File: src/rtl/mm_ctrl_pkg.sv
// Shared register map, response codes and job-sequencer states for the matrix-engine control slave.
package mm_ctrl_pkg;

    localparam logic [3:0] CTRL_OFS   = 4'h0;
    localparam logic [3:0] STATUS_OFS = 4'h4;
    localparam logic [3:0] CFG_K_OFS  = 4'h8;
    localparam logic [3:0] ID_OFS     = 4'hC;

    localparam int unsigned CTRL_START_BIT  = 0;
    localparam int unsigned CTRL_IRQ_EN_BIT = 1;
    localparam int unsigned STATUS_BUSY_BIT = 0;
    localparam int unsigned STATUS_DONE_BIT = 1;
    localparam int unsigned STATUS_ERR_BIT  = 2;

    localparam logic [31:0] ID_VALUE  = 32'h4D4D_0001;
    localparam logic [15:0] CFG_K_RST = 16'd1;

    typedef enum logic [1:0] {
        OKAY   = 2'b00,
        SLVERR = 2'b10
    } resp_t;

    typedef enum logic [1:0] {
        IDLE,
        RUN,
        FINISH,
        WAIT_CLR
    } ctrl_state_t;

endpackage

File: src/rtl/mm_ctrl_regs_axil_reg_port.sv
// AXI4-Lite slave handshake layer: holds AW/W until both arrive, issues one register
// access strobe per transaction and keeps B/R responses stable until accepted.
module axil_reg_port
    import mm_ctrl_pkg::*;
#(
    parameter int unsigned ADDR_W = 8,
    parameter int unsigned DATA_W = 32
) (
    input  logic              clk,
    input  logic              rst_n,
    input  logic [ADDR_W-1:0] s_axil_awaddr,
    input  logic              s_axil_awvalid,
    output logic              s_axil_awready,
    input  logic [DATA_W-1:0] s_axil_wdata,
    input  logic              s_axil_wvalid,
    output logic              s_axil_wready,
    output logic [1:0]        s_axil_bresp,
    output logic              s_axil_bvalid,
    input  logic              s_axil_bready,
    input  logic [ADDR_W-1:0] s_axil_araddr,
    input  logic              s_axil_arvalid,
    output logic              s_axil_arready,
    output logic [DATA_W-1:0] s_axil_rdata,
    output logic [1:0]        s_axil_rresp,
    output logic              s_axil_rvalid,
    input  logic              s_axil_rready,
    output logic              wr_en_o,
    output logic [ADDR_W-1:0] wr_addr_o,
    output logic [DATA_W-1:0] wr_data_o,
    input  logic              wr_err_i,
    output logic              rd_en_o,
    output logic [ADDR_W-1:0] rd_addr_o,
    input  logic [DATA_W-1:0] rd_data_i,
    input  logic              rd_err_i
);

    logic              init_q, init_d;
    logic              aw_held_q, aw_held_d;
    logic [ADDR_W-1:0] awaddr_q, awaddr_d;
    logic              w_held_q, w_held_d;
    logic [DATA_W-1:0] wdata_q, wdata_d;
    logic              bvalid_q, bvalid_d;
    resp_t             bresp_q, bresp_d;
    logic              rvalid_q, rvalid_d;
    logic [DATA_W-1:0] rdata_q, rdata_d;
    resp_t             rresp_q, rresp_d;

    // init_q keeps every ready low while in reset and for the first cycle after release
    assign s_axil_awready = init_q & ~aw_held_q & ~bvalid_q;
    assign s_axil_wready  = init_q & ~w_held_q & ~bvalid_q;
    assign s_axil_arready = init_q & ~rvalid_q;
    assign s_axil_bvalid  = bvalid_q;
    assign s_axil_bresp   = bresp_q;
    assign s_axil_rvalid  = rvalid_q;
    assign s_axil_rdata   = rdata_q;
    assign s_axil_rresp   = rresp_q;

    assign wr_en_o   = aw_held_q & w_held_q;
    assign wr_addr_o = awaddr_q;
    assign wr_data_o = wdata_q;
    assign rd_en_o   = s_axil_arvalid & s_axil_arready;
    assign rd_addr_o = s_axil_araddr;

    always_comb begin
        init_d    = 1'b1;
        aw_held_d = aw_held_q;
        awaddr_d  = awaddr_q;
        w_held_d  = w_held_q;
        wdata_d   = wdata_q;
        bvalid_d  = bvalid_q;
        bresp_d   = bresp_q;
        rvalid_d  = rvalid_q;
        rdata_d   = rdata_q;
        rresp_d   = rresp_q;

        if (s_axil_awvalid && s_axil_awready) begin
            aw_held_d = 1'b1;
            awaddr_d  = s_axil_awaddr;
        end
        if (s_axil_wvalid && s_axil_wready) begin
            w_held_d = 1'b1;
            wdata_d  = s_axil_wdata;
        end
        if (wr_en_o) begin
            aw_held_d = 1'b0;
            w_held_d  = 1'b0;
            bvalid_d  = 1'b1;
            bresp_d   = wr_err_i ? SLVERR : OKAY;
        end else if (bvalid_q && s_axil_bready) begin
            bvalid_d = 1'b0;
        end

        if (rd_en_o) begin
            rvalid_d = 1'b1;
            rdata_d  = rd_data_i;
            rresp_d  = rd_err_i ? SLVERR : OKAY;
        end else if (rvalid_q && s_axil_rready) begin
            rvalid_d = 1'b0;
        end
    end

    always_ff @(posedge clk or negedge rst_n) begin
        if (!rst_n) begin
            init_q    <= 1'b0;
            aw_held_q <= 1'b0;
            awaddr_q  <= '0;
            w_held_q  <= 1'b0;
            wdata_q   <= '0;
            bvalid_q  <= 1'b0;
            bresp_q   <= OKAY;
            rvalid_q  <= 1'b0;
            rdata_q   <= '0;
            rresp_q   <= OKAY;
        end else begin
            init_q    <= init_d;
            aw_held_q <= aw_held_d;
            awaddr_q  <= awaddr_d;
            w_held_q  <= w_held_d;
            wdata_q   <= wdata_d;
            bvalid_q  <= bvalid_d;
            bresp_q   <= bresp_d;
            rvalid_q  <= rvalid_d;
            rdata_q   <= rdata_d;
            rresp_q   <= rresp_d;
        end
    end

endmodule

File: src/rtl/mm_ctrl_regs.sv
// Control/status register file and job sequencer for the 2xK matrix engine,
// reached through an AXI4-Lite slave port.
module mm_ctrl_regs
    import mm_ctrl_pkg::*;
#(
    parameter int unsigned ADDR_W = 8,
    parameter int unsigned DATA_W = 32,
    parameter int unsigned K_MAX  = 64
) (
    input  logic              clk,
    input  logic              rst_n,
    input  logic [ADDR_W-1:0] s_axil_awaddr,
    input  logic              s_axil_awvalid,
    output logic              s_axil_awready,
    input  logic [DATA_W-1:0] s_axil_wdata,
    input  logic              s_axil_wvalid,
    output logic              s_axil_wready,
    output logic [1:0]        s_axil_bresp,
    output logic              s_axil_bvalid,
    input  logic              s_axil_bready,
    input  logic [ADDR_W-1:0] s_axil_araddr,
    input  logic              s_axil_arvalid,
    output logic              s_axil_arready,
    output logic [DATA_W-1:0] s_axil_rdata,
    output logic [1:0]        s_axil_rresp,
    output logic              s_axil_rvalid,
    input  logic              s_axil_rready,
    output logic              core_start_o,
    output logic [15:0]       core_cfg_k_o,
    input  logic              core_done_i,
    output logic              core_clr_done_o,
    output logic              irq_o
);

    logic              wr_en, wr_err, wr_hit;
    logic [ADDR_W-1:0] wr_addr;
    logic [DATA_W-1:0] wr_data;
    logic              rd_en, rd_err, rd_hit;
    logic [ADDR_W-1:0] rd_addr;
    logic [DATA_W-1:0] rd_data;

    ctrl_state_t state_q, state_d;
    logic [15:0] cfg_k_q, cfg_k_d;
    logic        irq_en_q, irq_en_d;
    logic        done_q, done_d;
    logic        err_q, err_d;
    logic        irq_q;
    logic        busy, start_req;

    axil_reg_port #(
        .ADDR_W (ADDR_W),
        .DATA_W (DATA_W)
    ) u_port (
        .clk            (clk),
        .rst_n          (rst_n),
        .s_axil_awaddr  (s_axil_awaddr),
        .s_axil_awvalid (s_axil_awvalid),
        .s_axil_awready (s_axil_awready),
        .s_axil_wdata   (s_axil_wdata),
        .s_axil_wvalid  (s_axil_wvalid),
        .s_axil_wready  (s_axil_wready),
        .s_axil_bresp   (s_axil_bresp),
        .s_axil_bvalid  (s_axil_bvalid),
        .s_axil_bready  (s_axil_bready),
        .s_axil_araddr  (s_axil_araddr),
        .s_axil_arvalid (s_axil_arvalid),
        .s_axil_arready (s_axil_arready),
        .s_axil_rdata   (s_axil_rdata),
        .s_axil_rresp   (s_axil_rresp),
        .s_axil_rvalid  (s_axil_rvalid),
        .s_axil_rready  (s_axil_rready),
        .wr_en_o        (wr_en),
        .wr_addr_o      (wr_addr),
        .wr_data_o      (wr_data),
        .wr_err_i       (wr_err),
        .rd_en_o        (rd_en),
        .rd_addr_o      (rd_addr),
        .rd_data_i      (rd_data),
        .rd_err_i       (rd_err)
    );

    assign busy   = (state_q != IDLE);
    assign wr_hit = (wr_addr[1:0] == 2'b00) && (wr_addr[ADDR_W-1:4] == '0);
    assign rd_hit = (rd_addr[1:0] == 2'b00) && (rd_addr[ADDR_W-1:4] == '0);

    always_comb begin
        state_d   = state_q;
        cfg_k_d   = cfg_k_q;
        irq_en_d  = irq_en_q;
        done_d    = done_q;
        err_d     = err_q;
        wr_err    = 1'b0;
        start_req = 1'b0;

        if (wr_en) begin
            if (!wr_hit) begin
                wr_err = 1'b1;
            end else begin
                case (wr_addr[3:0])
                    CTRL_OFS: begin
                        irq_en_d = wr_data[CTRL_IRQ_EN_BIT];
                        if (wr_data[CTRL_START_BIT]) begin
                            if (busy) err_d = 1'b1;
                            else      start_req = 1'b1;
                        end
                    end
                    STATUS_OFS: begin
                        if (wr_data[STATUS_DONE_BIT]) done_d = 1'b0;
                        if (wr_data[STATUS_ERR_BIT])  err_d  = 1'b0;
                    end
                    CFG_K_OFS: begin
                        if (busy) begin
                            err_d  = 1'b1;
                            wr_err = 1'b1;
                        end else if (wr_data == '0 || wr_data > DATA_W'(K_MAX)) begin
                            wr_err = 1'b1;
                        end else begin
                            cfg_k_d = wr_data[15:0];
                        end
                    end
                    default: ;
                endcase
            end
        end

        // Evaluated after the register writes so a FINISH set of DONE beats a same-cycle W1C
        case (state_q)
            IDLE:     if (start_req) state_d = RUN;
            RUN:      if (core_done_i) state_d = FINISH;
            FINISH: begin
                state_d = WAIT_CLR;
                done_d  = 1'b1;
            end
            WAIT_CLR: if (!core_done_i) state_d = IDLE;
            default:  state_d = IDLE;
        endcase
    end

    always_comb begin
        rd_data = '0;
        rd_err  = 1'b0;
        if (rd_en) begin
            if (!rd_hit) begin
                rd_err = 1'b1;
            end else begin
                case (rd_addr[3:0])
                    CTRL_OFS:   rd_data[CTRL_IRQ_EN_BIT] = irq_en_q;
                    STATUS_OFS: begin
                        rd_data[STATUS_BUSY_BIT] = busy;
                        rd_data[STATUS_DONE_BIT] = done_q;
                        rd_data[STATUS_ERR_BIT]  = err_q;
                    end
                    CFG_K_OFS:  rd_data[15:0] = cfg_k_q;
                    ID_OFS:     rd_data = DATA_W'(ID_VALUE);
                    default:    rd_err = 1'b1;
                endcase
            end
        end
    end

    always_ff @(posedge clk or negedge rst_n) begin
        if (!rst_n) begin
            state_q  <= IDLE;
            cfg_k_q  <= CFG_K_RST;
            irq_en_q <= 1'b0;
            done_q   <= 1'b0;
            err_q    <= 1'b0;
            irq_q    <= 1'b0;
        end else begin
            state_q  <= state_d;
            cfg_k_q  <= cfg_k_d;
            irq_en_q <= irq_en_d;
            done_q   <= done_d;
            err_q    <= err_d;
            irq_q    <= done_q & irq_en_q;
        end
    end

    assign core_start_o    = (state_q == RUN);
    assign core_clr_done_o = (state_q == FINISH);
    assign core_cfg_k_o    = cfg_k_q;
    assign irq_o           = irq_q;

endmodule

File: config.mk
export PLATFORM = sky130hd
export DESIGN_NAME = mm_ctrl_regs
export DESIGN_NICKNAME = d
export VERILOG_FILES = /design/src/rtl/mm_ctrl_pkg.sv /design/src/rtl/mm_ctrl_regs_axil_reg_port.sv /design/src/rtl/mm_ctrl_regs.sv
export SDC_FILE = /design/constraint.sdc
export NUM_CORES = 1
export LEC_CHECK = 0
export CAP_MARGIN = 0
export CELL_PAD_IN_SITES_DETAIL_PLACEMENT = 2
export CELL_PAD_IN_SITES_GLOBAL_PLACEMENT = 2
export CORE_MARGIN = 2
export CORE_UTILIZATION = 27
export CTS_CLUSTER_SIZE = 20
export DETAILED_ROUTE_END_ITERATION = 16
export PLACE_DENSITY = 0.74
export SLEW_MARGIN = 20
export SYNTH_ARGS = -nofsm -noshare
export SYNTH_HDL_FRONTEND = slang
export SYNTH_SLANG_ARGS = --single-unit
export TNS_END_PERCENT = 30
File: constraint.sdc
create_clock -name clk -period 1.95 [get_ports clk]
set_clock_uncertainty 0.05 [all_clocks]
set_input_delay 0.195 -clock clk [delete_from_list [all_inputs] [get_ports clk]]
set_output_delay 0.195 -clock clk [all_outputs]
set_load 0.03 [all_outputs]
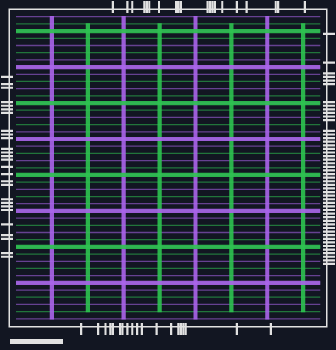
Fig. 1. Supply network (run 1).
Scale bar: 20 µm. Pins as bars on the die edge.
VDD: marked green. VSS: marked purple.
The core has 42 rows. 43 met1 rails follow the rows.
worst supply voltage drop on vdd: 0.000419 V
Core ar.: 13100 µm²
height of the chip: 120 µm

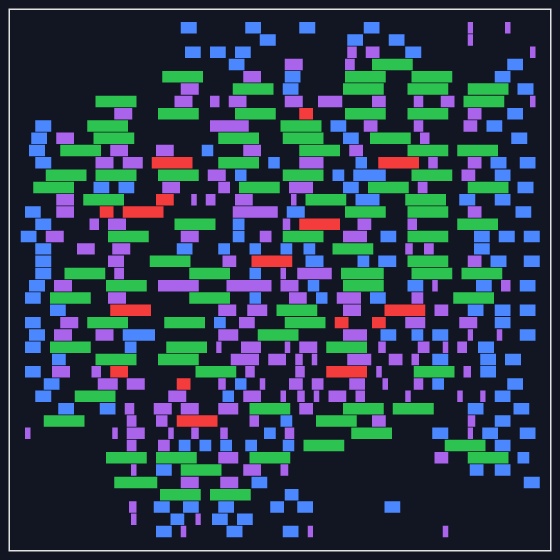
Fig. 2. Cells colored by class (run 1).
clock drivers and dummy loads: marked red, cells 16. other buffers and delay cells: marked blue, cells 141. flops: marked green, cells 86. combinational and other logic: marked purple, cells 166.
post-route core utilization: 41.7%
fraction of standard cell area that is sequential: 39.4%
standard-cell rows: 42
Layout Cell Area excl Fill: 5470 µm²

==> qor.tcl, run 1 <==
set qor(post_cts_resized) 26
set qor(cts_buffers) 9
set qor(worstPathCellList) {inv_2 > ha_4 > nor4b_4 > nand4_1 > a2111oi_4 > buf_6 > buf_8 > mux2_4}
set qor(post-route-worst-setup-slack_ps) -66.2
set qor(logic_area_um2) 1420
set qor(holdBufCountCts) 1
set qor(cts_setup_buffers) 5
set qor(syn_inst) 269
set qor(critical_path_rt_ps) 2130
set qor(ys_chip_area_um2) 3600
set qor(ios) 116
set qor(run_status) {complete, but fails checks}
set qor(rsz_0062_raised_after_global_routing) {yes}
set qor(synth_warnings) 0
set qor(floorplanUtilization_pct) 27.4
set qor(post-route-drc-count) 0
set qor(chipArea_um2) 14300
set qor(clockBufferDepth) 2
set qor(drt-pass1-iter-count) 4
set qor(fraction_of_synthesis_flops_using_an_asynchronous_set_or_reset_pin_pct) 100
set qor(grt_most_used_layer) {met2}
set qor(numPlacedInstances) 564
set qor(finalSetupViolCount) 8
set qor(log.warning_count) 32
set qor(drt.antenna.violating_nets) 0
set qor(finalHoldViolations) 0
set qor(wire_length_of_the_first_global_routing_pass_um) 16600
set qor(grt_usage_pct) 15.0
set qor(cap_viol_max_count) 0
set qor(clock_sink_count) 86
set qor(yosys-stat-cells) 269
set qor(crit_path_max_incr_delay_ps) 390
set qor(global_route.usage.met1_pct) 17.8
set qor(critical_path.top_delay_family) {flip-flops}
set qor(hold_path.class) {input port to asynchronous set/reset pin}
set qor(synthesis.area_per_instance_um2) 13.4
set qor(yosysSeqAreaShare_pct) 59.8
set qor(grt_remaining_overflow) 0
set qor(enable_flop_cells) 0
set qor(diodes) 0
set qor(via_count_of_the_first_global_routing_pass) 3040
set qor(static-leakage-power_nw) 2.35
set qor(synth.lib_cells_used.distinct) 38
set qor(worstSetupPathType) {register to register}
set qor(maximum_number_of_pins_on_one_net_before_global_route_repair) 37
set qor(achievable-frequency_mhz) 496
set qor(fillerInstances) 1318
set qor(critical_path.slowest_cell) {sky130_fd_sc_hd__dfrtp_1}
set qor(layout_top_cells) {99 x sky130_fd_sc_hd__clkdlybuf4s50_1, 84 x sky130_fd_sc_hd__dfrtp_1, 44 x sky130_fd_sc_hd__mux2_2}
set qor(clock-root-buffer) {sky130_fd_sc_hd__clkbuf_16}
set qor(synthesis.area_um2) 3600
set qor(grt_util_met2_pct) 26.4
set qor(cp_num_buf_inv) 3
set qor(gpl.final_weighted_congestion) 0.700
set qor(final_layout_size_suffix_gt1_share_pct) 30.1
set qor(min_period_over_period_pct) 103
set qor(violations) {setup timing}
set qor(worst_setup_hold_path_clk_slew_ps) 70
set qor(preCtsSetupSlack_ps) -235
set qor(synth-seq-cells) 86
set qor(worstPathArrival_ps) 2190
set qor(layoutNonFillerInstCount) 585
set qor(drt_wl_total_um) 10100
set qor(avgViaCountPerCell) 4.48
set qor(synth_top_flop_cell) {sky130_fd_sc_hd__dfrtp_1}
set qor(finalWorstPathRequiredPeriod_ps) 2020
set qor(die_width_um) 120
set qor(layout_top_cell) {sky130_fd_sc_hd__clkdlybuf4s50_1}
set qor(total_number_of_h_tree_levels) 3
set qor(place.port_buffers) 105
set qor(detail_placement_hpwl_um) 7400
set qor(antenna_found_initial) 0
set qor(fin_nets) 464
set qor(sequential_cell_area_um2) 2150
set qor(cts_tree) {yes}
set qor(crit_path_start_kind) {register}
set qor(worstSetupEndpointType) {register}
set qor(initialDrtViolationCount) 58
set qor(syn2layout_area_growth_pct) 52.0
set qor(grt.met3_usage_pct) 4.23
set qor(crit_path_max_fanout) 5
set qor(pwr_density_cell_nw_per_um2) 1170
set qor(drv_slew) 0
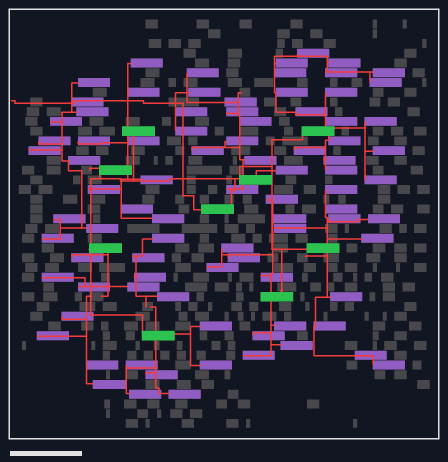
Fig. 3. Clock wires, drivers and flops (run 1).
Scale bar: 20 µm.
clock wires: marked red, length 1140 µm. flip-flops: marked purple, count 86. clock drivers: marked green, count 9.
Position of the flops: spread over the die. There are 10 routed clock nets.
part of the total power dissipated in the clock network: 26.5%
P_clk: 1.69 mW
Clk Latency, worst-skew pair: 340 ps

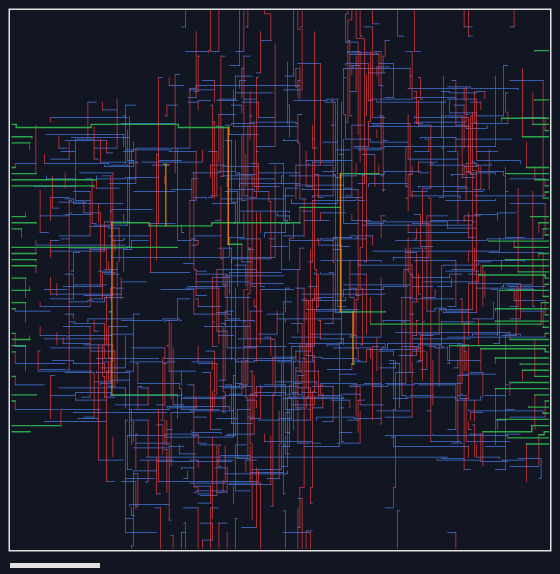
Fig. 4. Wiring by layer (run 1).
Scale bar: 20 µm.
metal 2: marked red, wire length 5230 µm. metal 3: marked green, wire length 640 µm. metal 1: marked blue, wire length 4150 µm. metal 4: marked orange, wire length 120 µm.
number of vias in the routed layout: 2622
final routed wire length divided by cell count: 17.3 µm

==> run 1: registers in the layout, indices dropped and copies added (netlist names) <==
name / cells
u_port.wr_data_o: 32
u_port.s_axil_rdata: 17
core_cfg_k_o: 16
u_port.wr_addr_o: 8
state_q: 2
done_q: 1
err_q: 1
irq_en_q: 1
irq_o: 1
u_port.aw_held_q: 1
u_port.init_q: 1
u_port.s_axil_bresp: 1
u_port.s_axil_bvalid: 1
u_port.s_axil_rresp: 1
u_port.s_axil_rvalid: 1
u_port.w_held_q: 1
==> run 1: synthesized netlist by cell type (all sizes together) (2+ instances only) <==
library cell | instances | area (µm²)
dfrtp | 85 | 2130
mux2 | 51 | 574
buf | 18 | 139
a22o | 13 | 114
nor2b | 12 | 75.1
nor2 | 9 | 33.8
clkbuf | 8 | 30.0
nand2 | 8 | 30.0
nor4 | 8 | 56.3
a21oi | 7 | 35.0
inv | 7 | 26.3
and2 | 4 | 25.0
ha | 4 | 50.1
o21ai | 4 | 20.0
a21o | 3 | 22.5
nand3 | 3 | 15.0
nand4 | 3 | 18.8
and3b | 2 | 17.5
conb | 2 | 7.51
o31ai | 2 | 15.0
o41ai | 2 | 17.5
==> run 1: cell type report <==
| type | instances | share of cell area [%] |
|---|---|---|
| flip-flops and latches | 86 | 39.4 |
| multi-input cells | 159 | 26.0 |
| repair buffers | 141 | 24.8 |
| clock buffers | 9 | 4.11 |
| well taps | 176 | 4.02 |
| clock inverters | 7 | 1.21 |
| inverters | 7 | 0.480 |
==> run 1: metal layers <==
metal | vias up | part of all wire (%)
met3 | 12 | 6.3
li1 | 1198 | -
met5 | - | 0
met1 | 1323 | 41
met4 | 0 | 1.2
met2 | 89 | 52
==> run 1: cells by family after synthesis <==
group,count (synthesis),synth area share [%]
DFF,86,59.8
and+or+nand+nor,55,8.89
muxes,52,16.2
AOI/OAI and AO/OA,37,8.09
buffers and inverters,33,5.42
adders and majority gates,4,1.39
other,2,0.208
==> run 1: path summary, 6_finish.rpt <==
check                                       start                     end  slack [ps]  cells after the start
min in group clk                    s_axil_rready    u_port.s_axil_rvalid         360                      2
hold / removal                              rst_n    u_port.s_axil_rvalid         260                      2
max in group asynchronous                   rst_n    u_port.s_axil_bvalid         910                      3
setup reg to reg                       state_q[1]         core_cfg_k_o[4]         -70                      8
hold reg to reg            u_port.s_axil_rdata[2]  u_port.s_axil_rdata[2]         440                      2
setup / recovery                       state_q[1]         core_cfg_k_o[4]         -70                      8
==> run 1: metrics by stage <==
stage	total power [mW]	hold slack, ps	TNS, ps	cell area [µm²]
4_1_cts	6.39	264	-548	5440
5_1_grt	6.77	287	-1470	5470
3_3_place_gp	4.48	89.9	-741	5020
2_1_floorplan	3.69	-151	-1460	3680
3_5_place_dp	4.60	88.6	-1750	5020
6_report	6.38	263	-364	5470
==> run 1: report_power, final <==
part	internal [mW]	leakage, nW	total, mW	switching (mW)
Clock	0.902	0.145	1.69	0.788
Sequential	2.30	1.08	2.68	0.384
Combinational	1.10	1.12	2.01	0.911
Total	4.30	2.35	6.38	2.08
Fig. 5: run 1, clock routing
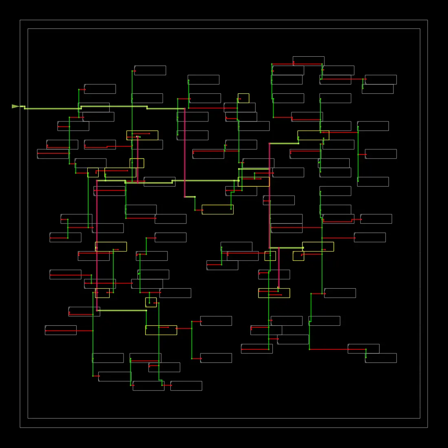

==> run 1 -> run 2 <==
- SKIP_LAST_GASP: not set -> 1
- SLEW_MARGIN: 20 -> 5
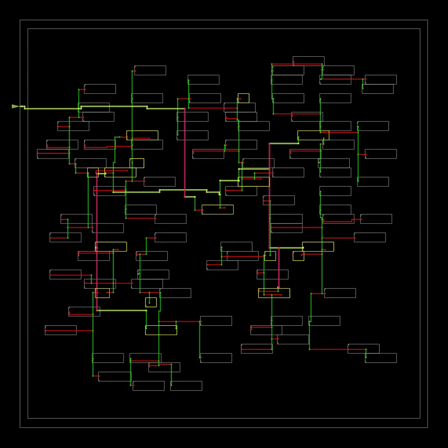
Fig. 6. Clock routing (run 2).
Sink Count: 86
sequential cell count: 86
number of buffers created by CTS: 9
clkbuf count: 9

==> qor.tcl, run 2 <==
set qor(utilization_pct) 41.6 ;# was 41.7%
set qor(worstSetupEndpointType) {register} ;# unchanged
set qor(xor_area_share_pct) 0 ;# unchanged
set qor(p_int_mw) 4.32 ;# was 4.30 mW
set qor(worstPathCellList) {nor4_2 > buf_4 > nand3_4 > a2111oi_4 > buf_6 > buf_8 > mux2_4} ;# was inv_2 > ha_4 > nor4b_4 > nand4_1 > a2111oi_4 > buf_6 > buf_8 > mux2_4
set qor(finalSetupViolCount) 12 ;# was 8
set qor(via_count_of_the_first_global_routing_pass) 3038 ;# was 3040
set qor(drt-pass1-iter-count) 4 ;# unchanged
set qor(yosys-stat-cells) 269 ;# unchanged
set qor(synth.top_cell.area_share_pct) 59.0 ;# unchanged
set qor(initialDrtViolationCount) 49 ;# was 58
set qor(drt_wl_total_um) 10100 ;# about the same
set qor(synth_top_flop_cell) {sky130_fd_sc_hd__dfrtp_1} ;# unchanged
set qor(finalWorstPathRequiredPeriod_ps) 2050 ;# was 2020 ps
set qor(largest_reg_flops) 32 ;# unchanged
set qor(run_status) {complete, but fails checks} ;# unchanged
set qor(syn2layout_area_growth_pct) 51.9 ;# was 52.0%
set qor(synthesis.area_per_instance_um2) 13.4 ;# unchanged
set qor(core-area_um2) 13100 ;# unchanged
set qor(switching_share_of_total_power_pct) 32.4 ;# was 32.6%
set qor(std_cell_rows) 42 ;# unchanged
set qor(floorplanUtilization_pct) 27.4 ;# unchanged
set qor(ys_chip_area_um2) 3600 ;# unchanged
set qor(wire_length_of_the_first_global_routing_pass_um) 16600 ;# about the same
set qor(post-route-drc-count) 0 ;# unchanged
set qor(clk_latency_worst_skew_pair_ps) 340 ;# about the same
set qor(chipArea_um2) 14300 ;# unchanged
set qor(floorplan.die.height_um) 120 ;# unchanged
set qor(finalHoldViolations) 0 ;# unchanged
set qor(rsz_0062_raised_after_global_routing) {yes} ;# unchanged
set qor(layout_top_cell) {sky130_fd_sc_hd__clkdlybuf4s50_1} ;# unchanged
set qor(worst_setup_hold_path_clk_slew_ps) 70 ;# about the same
set qor(synth.lib_cells_used.distinct) 38 ;# unchanged
set qor(enable_flop_cells) 0 ;# unchanged
set qor(worstReg2RegEnd) {core_cfg_k_o[4]} ;# unchanged
set qor(drv_slew) 0 ;# unchanged
set qor(wl_per_cell_um) 17.3 ;# about the same
set qor(synth_warnings) 0 ;# unchanged
set qor(grt_usage_pct) 15.0 ;# about the same
set qor(hold_path.class) {input port to asynchronous set/reset pin} ;# unchanged
set qor(numPlacedInstances) 564 ;# unchanged
set qor(fin_nets) 464 ;# unchanged
set qor(cp_num_buf_inv) 3 ;# unchanged
set qor(yosysSeqAreaShare_pct) 59.8 ;# unchanged
set qor(diodes) 0 ;# unchanged
set qor(syn_inst) 269 ;# unchanged
set qor(layout_top_cells) {103 x sky130_fd_sc_hd__clkdlybuf4s50_1, 84 x sky130_fd_sc_hd__dfrtp_1, 45 x sky130_fd_sc_hd__mux2_2} ;# was 99 x sky130_fd_sc_hd__clkdlybuf4s50_1, 84 x sky130_fd_sc_hd__dfrtp_1, 44 x sky130_fd_sc_hd__mux2_2
set qor(grt_remaining_overflow) 0 ;# unchanged
set qor(reg2reg_depth) 7 ;# was 8
set qor(vias) 2631 ;# was 2622
set qor(ff2ff_setup_slack_ps) -100 ;# was -70 ps
set qor(largest_area_cell) {sky130_fd_sc_hd__dfrtp_1} ;# unchanged
set qor(place.port_buffers) 105 ;# unchanged
set qor(fraction_of_synthesis_flops_using_an_asynchronous_set_or_reset_pin_pct) 100 ;# unchanged
set qor(cap_viol_max_count) 0 ;# unchanged
set qor(log.warning_count) 32 ;# unchanged
set qor(critical_path.slowest_cell) {sky130_fd_sc_hd__dfrtp_1} ;# unchanged
set qor(avgViaCountPerCell) 4.50 ;# was 4.48
set qor(crit_path_max_incr_delay_ps) 390 ;# about the same
set qor(critical_path_rt_ps) 2130 ;# about the same
set qor(crit_path_max_fanout) 5 ;# unchanged
set qor(detail_placement_hpwl_um) 7400 ;# unchanged
set qor(power_mw) 6.40 ;# was 6.38 mW
set qor(mux_area_share_pct) 16.2 ;# unchanged
set qor(total_number_of_h_tree_levels) 3 ;# unchanged
set qor(clock-root-buffer) {sky130_fd_sc_hd__clkbuf_16} ;# unchanged
set qor(post-route-worst-setup-slack_ps) -96.4 ;# was -66.2 ps
set qor(achievable-frequency_mhz) 489 ;# was 496 MHz
set qor(min_period_over_period_pct) 105 ;# was 103%
set qor(post-synth-top-count-cell) {sky130_fd_sc_hd__dfrtp_1} ;# unchanged
set qor(maximum_number_of_pins_on_one_net_before_global_route_repair) 37 ;# unchanged
set qor(worstPathArrival_ps) 2220 ;# was 2190 ps
set qor(area_fraction_in_full_adders_half_adders_and_majority_gates_pct) 1.39 ;# unchanged
set qor(share_of_power_burned_in_registers_pct) 41.8 ;# was 42.0%
set qor(pwr_density_cell_nw_per_um2) 1170 ;# about the same
set qor(yosys.area_share.simple_pct) 8.89 ;# unchanged
set qor(synth-seq-cells) 86 ;# unchanged
set qor(power.ir.vdd_worst_v) 0.000428 ;# was 0.000419 V
set qor(violations) {setup timing} ;# unchanged
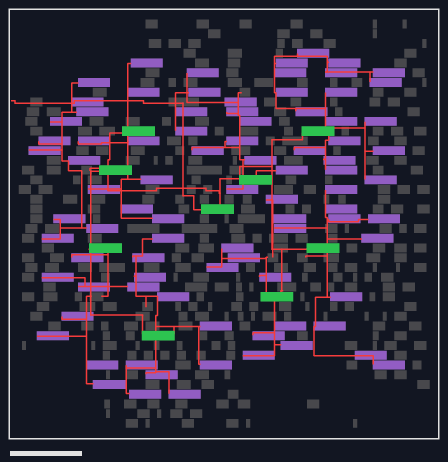
Fig. 7. Clock wires, drivers and flops (run 2).
Scale bar: 20 µm.
clock wires: marked red, length 1140 µm. clock drivers: marked green, count 9. flip-flops: marked purple, count 86.
There are 10 routed clock nets.
part of the total power dissipated in the clock network: 26.4%

==> run 2: area by class of cell <==
cell class / count / area (µm²)
Inverter: 7 / 26.3
Multi-Input combinational cell: 159 / 1420
Sequential cell: 86 / 2150
Timing Repair Buffer: 141 / 1360
Clock inverter: 7 / 66.3
Tap cell: 176 / 220
Fill cell: 1321 / 7670
Clock buffer: 9 / 225
==> run 2: layer usage <==
layer	up-vias	track usage [%]	routed length (µm)
met5	-	0	0
met4	0	4.41	108
met3	10	4.23	637
met2	90	26.1	5220
met1	1332	17.9	4140
li1	1199	-	-
==> run 2: power by group through the flow <==
stage               registers [mW]  clock network [mW]  logic [mW]
floorplan                     2.66                   0        1.04
global placement              2.61                   0        1.88
detailed placement            2.66                   0        1.95
CTS                           2.66                1.75        2.00
global route                  2.75                1.81        2.22
finish                        2.67                1.69        2.03
==> run 2: per-stage QoR <==
stage | setup TNS, ps | hold WS (ps) | cell area (µm²)
6_report | -831 | 263 | 5470
5_1_grt | -2630 | 287 | 5470
4_1_cts | -979 | 264 | 5440
3_5_place_dp | -1750 | 88.6 | 5020
3_3_place_gp | -741 | 89.9 | 5020
2_1_floorplan | -1460 | -151 | 3680
==> run 2: timing repair <==
item / 4_1_cts / 5_1_grt
gates resized: 20 / 5
setup buffers: 5 / 0
hold buffers: 1 / 0
pin swaps: 5 / 1
endpoints found under the setup margin: 21 / 22
hold endpoints to repair: 26 / 0
==> run 2: kinds of logic after synthesis <==
| group | Yosys count |
|---|---|
| DFF | 86 |
| and+or+nand+nor | 55 |
| muxes | 52 |
| AOI/OAI and AO/OA | 37 |
| buffers and inverters | 33 |
| adders and majority gates | 4 |
| other | 2 |
==> run 2: how the worst max path moves through the flow <==
| stage | from | end | slack (ps) | depth (start not counted) |
|---|---|---|---|---|
| after floorplan | state_q[0] | core_cfg_k_o[1] | -190 | 7 |
| after global routing | u_port.wr_addr_o[6] | core_cfg_k_o[4] | -200 | 7 |
| final | u_port.wr_addr_o[6] | core_cfg_k_o[4] | -100 | 7 |
| after global placement | state_q[0] | u_port.s_axil_bresp[1] | -140 | 8 |
| after detailed placement | u_port.wr_data_o[13] | u_port.s_axil_bresp[1] | -240 | 7 |
| after CTS | u_port.s_axil_bvalid | s_axil_awready | -110 | 3 |
Fig. 8: run 2, wiring by layer
Scale bar: 20 µm.
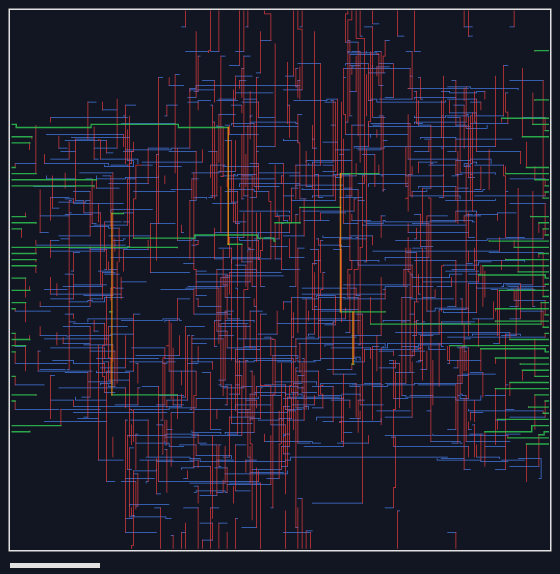

==> run 2 -> run 3 <==
- SETUP_SLACK_MARGIN: not set -> 0.2
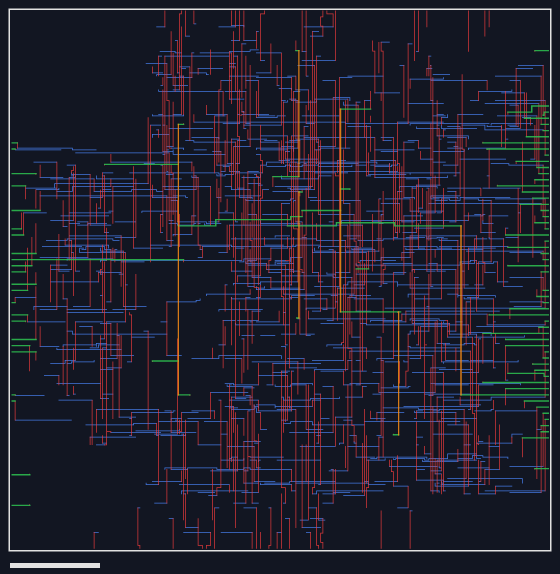
Fig. 9. Wiring by layer (run 3).
Scale bar: 20 µm.
final routed wire length divided by cell count: 17.8 µm
Detailed Route WL: 10400 µm
number of vias in the routed layout: 2666
All-Layer GR Usage: 15.6%

==> qor.tcl, run 3 <==
set qor(synth.lib_cells_used.distinct) 38 ;# unchanged
set qor(cap_viol_max_count) 0 ;# unchanged
set qor(worstSetupEndpointType) {register} ;# unchanged
set qor(utilization_pct) 42.5 ;# was 41.6%
set qor(worstPathArrival_ps) 2230 ;# was 2220 ps
set qor(clock_power_share_pct) 26.7 ;# was 26.4%
set qor(core-area_um2) 13100 ;# unchanged
set qor(fin_nets) 467 ;# was 464
set qor(synthesis.area_um2) 3600 ;# unchanged
set qor(run_status) {complete, but fails checks} ;# unchanged
set qor(final.setup.tns_ps) -609 ;# was -831 ps
set qor(finalSetupViolCount) 10 ;# was 12
set qor(critical_path.top_delay_family) {AND-OR/OR-AND gates} ;# was buffers and inverters
set qor(log.warning_count) 32 ;# unchanged
set qor(clock-root-buffer) {sky130_fd_sc_hd__clkbuf_16} ;# unchanged
set qor(synthesis.area_per_instance_um2) 13.4 ;# unchanged
set qor(crit_cells) 6 ;# was 7
set qor(place.port_buffers) 105 ;# unchanged
set qor(timing.rr.start) {u_port.wr_addr_o[5]} ;# was u_port.wr_addr_o[6]
set qor(layout_top_cell) {sky130_fd_sc_hd__clkdlybuf4s50_1} ;# unchanged
set qor(pwr_density_cell_nw_per_um2) 1210 ;# was 1170 nW/µm²
set qor(clock_sink_count) 86 ;# unchanged
set qor(static-leakage-power_nw) 2.42 ;# was 2.34 nW
set qor(post-synth-top-count-cell) {sky130_fd_sc_hd__dfrtp_1} ;# unchanged
set qor(drt.antenna.violating_nets) 0 ;# unchanged
set qor(floorplanUtilization_pct) 27.4 ;# unchanged
set qor(gpl.final_weighted_congestion) 0.770 ;# was 0.700
set qor(violations) {setup timing} ;# unchanged
set qor(achievable-frequency_mhz) 489 ;# about the same
set qor(detail_placement_hpwl_um) 7890 ;# was 7400 µm
set qor(yosys-stat-cells) 269 ;# unchanged
set qor(cts_buffers) 9 ;# unchanged
set qor(ios) 116 ;# unchanged
set qor(cts_tree) {yes} ;# unchanged
set qor(synth_top_flop_cell) {sky130_fd_sc_hd__dfrtp_1} ;# unchanged
set qor(finalHoldViolations) 0 ;# unchanged
set qor(design_area_um2) 5580 ;# was 5470 µm²
set qor(ys_chip_area_um2) 3600 ;# unchanged
set qor(fillerInstances) 1335 ;# was 1321
set qor(synth_warnings) 0 ;# unchanged
set qor(initialDrtViolationCount) 101 ;# was 49
set qor(place_area_um2) 5110 ;# was 5020 µm²
set qor(crit_path_max_incr_delay_ps) 450 ;# was 390 ps
set qor(power.combinational.fraction_pct) 33.2 ;# was 31.8%
set qor(net-switching-power_mw) 2.11 ;# was 2.07 mW
set qor(rsz_0062_raised_after_global_routing) {yes} ;# unchanged
set qor(cp_num_buf_inv) 2 ;# was 3
set qor(worstPathCellList) {nor4_2 > buf_4 > nand3_1 > a2111oi_4 > buf_4 > mux2_4} ;# was nor4_2 > buf_4 > nand3_4 > a2111oi_4 > buf_6 > buf_8 > mux2_4
set qor(final_layout_size_suffix_gt1_share_pct) 31.8 ;# was 30.1%
set qor(grt_remaining_overflow) 0 ;# unchanged
set qor(via_count_of_the_first_global_routing_pass) 3117 ;# was 3038
set qor(crit_path_start_kind) {register} ;# unchanged
set qor(antenna_found_initial) 0 ;# unchanged
set qor(critical_path_rt_ps) 2130 ;# about the same
set qor(total_number_of_h_tree_levels) 3 ;# unchanged
set qor(drv_slew) 0 ;# unchanged
set qor(layout_top_cells) {102 x sky130_fd_sc_hd__clkdlybuf4s50_1, 84 x sky130_fd_sc_hd__dfrtp_1, 36 x sky130_fd_sc_hd__buf_4} ;# was 103 x sky130_fd_sc_hd__clkdlybuf4s50_1, 84 x sky130_fd_sc_hd__dfrtp_1, 45 x sky130_fd_sc_hd__mux2_2
set qor(syn_inst) 269 ;# unchanged
set qor(diodes) 0 ;# unchanged
set qor(p_int_mw) 4.66 ;# was 4.32 mW
set qor(netlist_top_cells_area) {sky130_fd_sc_hd__dfrtp_1 59%, sky130_fd_sc_hd__mux2_2 16%, sky130_fd_sc_hd__buf_4 3.5%} ;# unchanged
set qor(post-route-worst-setup-slack_ps) -95.8 ;# was -96.4 ps
set qor(maximum_number_of_pins_on_one_net_before_global_route_repair) 42 ;# was 37
set qor(clk_latency_worst_skew_pair_ps) 350 ;# was 340 ps
set qor(wire_length_of_the_first_global_routing_pass_um) 17200 ;# was 16600 µm
set qor(logic_area_um2) 1500 ;# was 1420 µm²
set qor(synth-seq-cells) 86 ;# unchanged
set qor(enable_flop_cells) 0 ;# unchanged
set qor(largest_area_cell) {sky130_fd_sc_hd__dfrtp_1} ;# unchanged
set qor(synth.top_cell.area_share_pct) 59.0 ;# unchanged
set qor(yosysSeqAreaShare_pct) 59.8 ;# unchanged
set qor(std_cell_rows) 42 ;# unchanged
set qor(yosys-top-cells-count) {85 x sky130_fd_sc_hd__dfrtp_1, 50 x sky130_fd_sc_hd__mux2_2, 17 x sky130_fd_sc_hd__buf_4} ;# unchanged
set qor(chipArea_um2) 14300 ;# unchanged
set qor(fraction_of_synthesis_flops_using_an_asynchronous_set_or_reset_pin_pct) 100 ;# unchanged
set qor(switching_share_of_total_power_pct) 31.2 ;# was 32.4%
set qor(worstSetupPathType) {register to register} ;# unchanged
set qor(min_period_over_period_pct) 105 ;# about the same
set qor(largest_reg_flops) 32 ;# unchanged
set qor(critical_path.slowest_cell) {sky130_fd_sc_hd__a2111oi_4} ;# was sky130_fd_sc_hd__dfrtp_1
set qor(sequential_cell_area_um2) 2150 ;# unchanged
set qor(post-route-drc-count) 0 ;# unchanged
set qor(syn2layout_area_growth_pct) 55.0 ;# was 51.9%
set qor(share_of_power_burned_in_registers_pct) 40.2 ;# was 41.8%
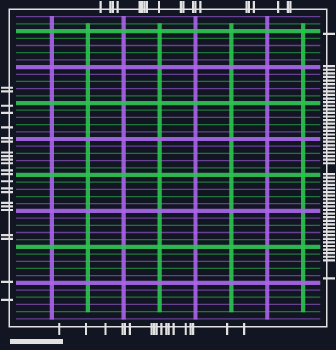
Fig. 10. Supply network (run 3).
Scale bar: 20 µm. Pins as bars on the die edge.
VSS: marked purple. VDD: marked green.
116 signal pins sit on the boundary. 8 straps on met4. 8 straps on met5. 43 met1 rails follow the rows. The core has 42 rows.
Die X: 120 µm
worst supply voltage drop on vdd: 0.000455 V

[run 3: layer usage]
layer | part of all wire, % | vias to the layer above | GRT usage (%)
met5 | 0 | - | 0
met4 | 2.2 | 0 | 6.40
met3 | 5.1 | 17 | 3.66
met2 | 52 | 94 | 27.4
met1 | 41 | 1347 | 18.5
li1 | - | 1208 | -
[run 3: layout make-up]
class / instances / share of cell area, %
Clock buffer: 10 / 4.28
Clock inverter: 6 / 1.32
Inverter: 7 / 0.471
Multi-Input combinational cell: 159 / 26.9
Sequential cell: 86 / 38.6
Tap cell: 176 / 3.94
Timing Repair Buffer: 144 / 24.5
[run 3: cell families (layout without fill, tap and decap cells)]
group / after synthesis / after routing / share of synthesized area, %
simple gates: 55 / 55 / 8.89
other cells: 2 / 11 / 0.208
fa+ha+maj: 4 / 4 / 1.39
buf+inv: 33 / 167 / 5.42
flops: 86 / 86 / 59.8
compound gates: 37 / 37 / 8.09
mux: 52 / 52 / 16.2
[run 3: worst paths after layout]
check	to	slack [ps]
max reg2reg	core_cfg_k_o[1]	-100
min reg2reg	u_port.s_axil_rdata[2]	440
min in group clk	u_port.s_axil_rvalid	360
min	u_port.s_axil_rdata[11]	330
max	core_cfg_k_o[1]	-100
max in group asynchronous	u_port.s_axil_bvalid	850
[run 3: power by group through the flow]
stage | registers (mW) | clock network (mW) | logic [mW]
floorplan | 2.67 | 0 | 1.24
global placement | 2.63 | 0 | 2.07
detailed placement | 2.68 | 0 | 2.15
CTS | 2.71 | 1.86 | 2.23
global route | 2.80 | 1.94 | 2.45
finish | 2.72 | 1.81 | 2.25
[run 3: per-stage QoR]
step	cells	total power, mW
floorplan	278	3.91
global placement	565	4.70
detailed placement	565	4.83
CTS	586	6.80
global route	588	7.19
finish	588	6.78
[run 3: worst register-to-register path, stage by stage, from the launching register on]
cell	delay, ps
sky130_fd_sc_hd__dfrtp_1	380
sky130_fd_sc_hd__nor4_2	270
sky130_fd_sc_hd__buf_4	150
sky130_fd_sc_hd__nand3_1	110
sky130_fd_sc_hd__a2111oi_4	450
sky130_fd_sc_hd__buf_4	220
sky130_fd_sc_hd__mux2_4	300
[run 3: repair_timing]
item,in CTS,in global routing
pin swaps,4,0
hold endpoints to repair,38,0
gates cloned,1,0
setup buffers,3,2
hold buffers,1,0
gates resized,23,7
setup endpoints to repair,32,35
Power is estimated from default activity; no workload was simulated.
